==> src/rtl/rw_writeback.sv <==
// rw_writeback: register-writeback stage of the RISC pipeline.
// Decodes the instruction leaving MA, commits its result into a 32 x DATA_W register file
// (r0 hardwired to zero), serves two combinational read ports with same-cycle write bypass,
// counts retired instructions and freezes architectural state once a HALT retires.
//
// Ports:
//   clk, rst_n      pipeline clock (posedge), asynchronous active-low reset
//   Data_In         result from MA/RW register (ALU result or load data)
//   Inst_In         instruction from MA/RW register; 32'd0 is a bubble
//   Rs1_Addr/Data   read port 1 (data combinational)
//   Rs2_Addr/Data   read port 2 (data combinational)
//   Wr_En/Addr/Data write that commits at the next posedge (combinational, for forwarding)
//   Halted          registered RUN/HALTED state
//   Retired_Count   registered retired-instruction counter, wraps modulo 2^CNT_W
module rw_writeback #(
  parameter int unsigned DATA_W = 32,
  parameter int unsigned CNT_W  = 32
) (
  input  logic              clk,
  input  logic              rst_n,
  input  logic [DATA_W-1:0] Data_In,
  input  logic [31:0]       Inst_In,
  input  logic [4:0]        Rs1_Addr,
  input  logic [4:0]        Rs2_Addr,
  output logic [DATA_W-1:0] Rs1_Data,
  output logic [DATA_W-1:0] Rs2_Data,
  output logic              Wr_En,
  output logic [4:0]        Wr_Addr,
  output logic [DATA_W-1:0] Wr_Data,
  output logic              Halted,
  output logic [CNT_W-1:0]  Retired_Count
);

  typedef enum logic [0:0] {StRun, StHalted} state_e;

  localparam logic [5:0] OpLoad = 6'b010000;
  localparam logic [5:0] OpHalt = 6'b111111;

  state_e            state_q, state_d;
  logic [CNT_W-1:0]  cnt_q, cnt_d;
  logic [DATA_W-1:0] rf_q [1:31];

  logic [5:0] opcode;
  logic [4:0] rd;
  logic       writes_class;
  logic       retire;

  assign opcode = Inst_In[31:26];
  assign rd     = Inst_In[25:21];

  // A bubble decodes as ALU with rd=0, so it never writes.
  assign writes_class = (opcode[5:4] == 2'b00) || (opcode == OpLoad);
  assign retire       = (state_q == StRun) && (Inst_In != 32'd0);

  assign Wr_En         = (state_q == StRun) && writes_class && (rd != 5'd0);
  assign Wr_Addr       = rd;
  assign Wr_Data       = Data_In;
  assign Halted        = (state_q == StHalted);
  assign Retired_Count = cnt_q;

  // Next-state and counter logic.
  always_comb begin
    state_d = state_q;
    cnt_d   = cnt_q;
    unique case (state_q)
      StRun: begin
        if (retire) begin
          cnt_d = cnt_q + CNT_W'(1);
          if (opcode == OpHalt) begin
            state_d = StHalted;
          end
        end
      end
      StHalted: begin
        state_d = StHalted;
      end
      default: begin
        state_d = StRun;
      end
    endcase
  end

  always_ff @(posedge clk or negedge rst_n) begin
    if (!rst_n) begin
      state_q <= StRun;
      cnt_q   <= '0;
    end else begin
      state_q <= state_d;
      cnt_q   <= cnt_d;
    end
  end

  always_ff @(posedge clk or negedge rst_n) begin
    if (!rst_n) begin
      for (int i = 1; i < 32; i++) begin
        rf_q[i] <= '0;
      end
    end else if (Wr_En) begin
      rf_q[rd] <= Data_In;
    end
  end

  // Read ports: r0 is zero, then the in-flight write wins over the stored value.
  always_comb begin
    Rs1_Data = '0;
    if (Rs1_Addr != 5'd0) begin
      if (Wr_En && (Wr_Addr == Rs1_Addr)) begin
        Rs1_Data = Data_In;
      end else begin
        Rs1_Data = rf_q[Rs1_Addr];
      end
    end
  end

  always_comb begin
    Rs2_Data = '0;
    if (Rs2_Addr != 5'd0) begin
      if (Wr_En && (Wr_Addr == Rs2_Addr)) begin
        Rs2_Data = Data_In;
      end else begin
        Rs2_Data = rf_q[Rs2_Addr];
      end
    end
  end

endmodule

==> config.mk <==
export PLATFORM = sky130hd
export DESIGN_NAME = rw_writeback
export DESIGN_NICKNAME = d
export VERILOG_FILES = /design/src/rtl/rw_writeback.sv
export SDC_FILE = /design/constraint.sdc
export NUM_CORES = 2
export LEC_CHECK = 0
export CORE_ASPECT_RATIO = 1.25
export CORE_MARGIN = 4
export CORE_UTILIZATION = 36
export DETAILED_ROUTE_END_ITERATION = 10
export REMOVE_ABC_BUFFERS = 1
export SETUP_SLACK_MARGIN = 0.02
export SYNTH_ARGS = -nofsm -noshare
export SYNTH_HDL_FRONTEND = slang
export SYNTH_SLANG_ARGS = --single-unit
==> constraint.sdc <==
create_clock -name clk -period 10.19 [get_ports clk]
set_clock_uncertainty 0.05 [all_clocks]
set_input_delay 2.5475 -clock clk [delete_from_list [all_inputs] [get_ports clk]]
set_output_delay 2.5475 -clock clk [all_outputs]
set_load 0.1 [all_outputs]
Fig. 1: metal 1
Scale bar: 100 µm. Supply wires on this layer in gray.
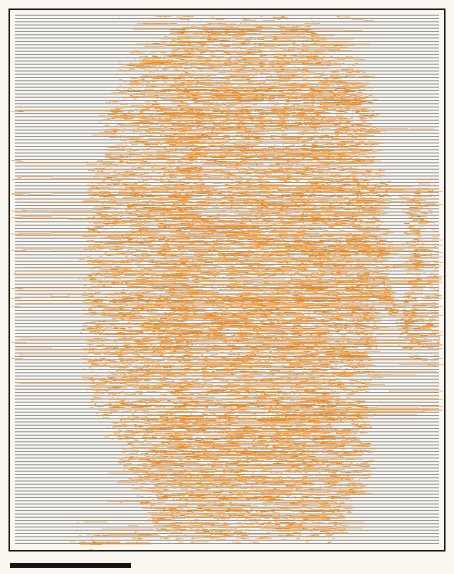
- wire length on this layer: 76.5 mm
- share of all routed wire: 42%
- longest straight run: 173 µm
- nets with wire on the layer: 3765

==> COMMIT_EDITMSG <==
Store results of the implementation flow

- Buffers and inverters on the worst path: 3
* Adder-Cell Fraction of Synth Area: 0.02248%
- The first detailed-routing pass ran for 5 iterations.
* Logic family by area: multiplexers
- Power dissipated by switching net loads: 3585 µW
- The flow reported a cell area power density of roughly 190 nW/µm².
* Cell resize tally after clock tree synthesis: 0
* Worst setup EP type: output pin
* TritonCTS clock tree: done
- Yosys reports a chip area of 55660 µm².
- Per report_power, the top consumer among the power groups is registers.
- Total global-route track usage: between 20 and 25%
- The routed wirelength on the met1 layer is recorded as between 70 and 80 mm.
- Terminating pin of the worst hold path: Retired_Count[31]$_DFFE_PN0P_
* Leading cell type in the layout, fill and taps excluded: sky130_fd_sc_hd__mux2_2
- The layer flagged by global routing as most heavily used is met2.
- The launch point of the critical path was reported as Inst_In[21].
* Max-capacitance violation count: 0
* Number of flip-flops under the largest register name: 992
- Fraction of synthesized area in multiplexers: about 40%
- Once the floorplan was initialized, standard cells occupied between 30% and 40% of the core.
* Mapped Avg Cell Area: 14.07 µm²
* Part of the power in registers: 42.9%
- The stage logs contain a warning count of 41.
- sky130_fd_sc_hd__mux2_2 is the most common cell in the netlist.
- Part of the total power dissipated in the clock network: 35.0%
- The worst path in the final design needs a cycle of 8726 ps, including I/O delays and setup.
- After detailed routing, the met3 layer carries 11.78 mm of wire.
- The final timing report counts setup violations totalling 0.
* Reg2Reg Launch Point: Halted$_DFF_PN0_
- Once detailed placement completed, the half-perimeter wirelength came to 102.5 mm.
* Layout filler cell count: 14340
- Top Layer Used: met4
- Placed cell count: between 5000 and 6000
- Startpoint type of the worst setup path: input pin
- The min-delay analysis places its worst path in the category reg -> reg.
- Setup repair after global routing missed its margin: false
- Library cell occupying the most area in the post-synthesis netlist: sky130_fd_sc_hd__dfrtp_1
* Max Slew Vio Count: 0
* Count of mapped cells out of synthesis: 3955
- Per report_power, the Sequential row totals 5070 µW.
- The floorplan step set the die height to 447.6 µm.
- Synthesis inferred a little over 1000 register bits.
- The global routing report lists met1 layer usage as a little under a third.
- Critical path, cell by cell: clkdlybuf4s50_1 -> or2_2 -> o211ai_2 -> nor3_2 -> buf_4 -> nand2_1 -> nand3_1 -> clkdlybuf4s50_1
- Looking at the max-slew report, the worst-margin pin has a slew of 1168 ps.
- Vias per cell: 6.076
* Area used by multi-input combinational logic: 27920 µm²
- CP Data Required Time: 7590 ps
* Clock Latency Late Sink: 720 ps
- Counting instances, the worst hold path has a depth of 1.
- Unique cell type count in the Yosys netlist: 63
* Final sum of negative setup slack: 0 ps
* Layout area overhead: 13.17%
* Design area: between 60000 and 70000 µm²
- The count of buffers added on input and output ports is 210.
* Number of multi-input combinational cells: 2439
- Static leakage: between 0.02 and 0.03 µW
- Run status: finished, final reports clean
- Clock tree synthesis inserted a total of about 110 buffers.
* Largest stage delay, worst path: 1180 ps
* Crit path to: Rs1_Data[2]
- In this run the tightest slew margin relative to its limit is 22.11%.
- After layout, the inverter instance count without clock inverters stands at 35.
* ANT cells: 2
- Combinational share of cell area: 44.33%
- Signal buffers share of area: 4.887%
* Total setup buffers inserted after CTS: 0
- Met3 capacity usage during global routing: approximately 3.3%
- The timing report shows the most common cell along the critical path to be sky130_fd_sc_hd__clkdlybuf4s50_1.
- Min-delay src: Retired_Count[31]$_DFFE_PN0P_
- AND-OR/OR-AND share of the synthesized area: 4.784%
* Number of non-filler instances in the completed layout: just over 6000
Fig. 2: metal 2
Scale bar: 100 µm.
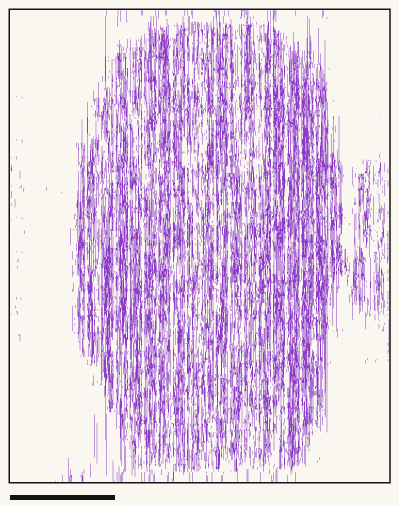
- wire length on this layer: 87.4 mm
- share of all routed wire: 48%
- main direction: vertical
number of vias after detailed routing: 36870
aggregate routed wire length: 182.7 mm

Power figures rest on the tool's default switching activity, not on a simulated workload.
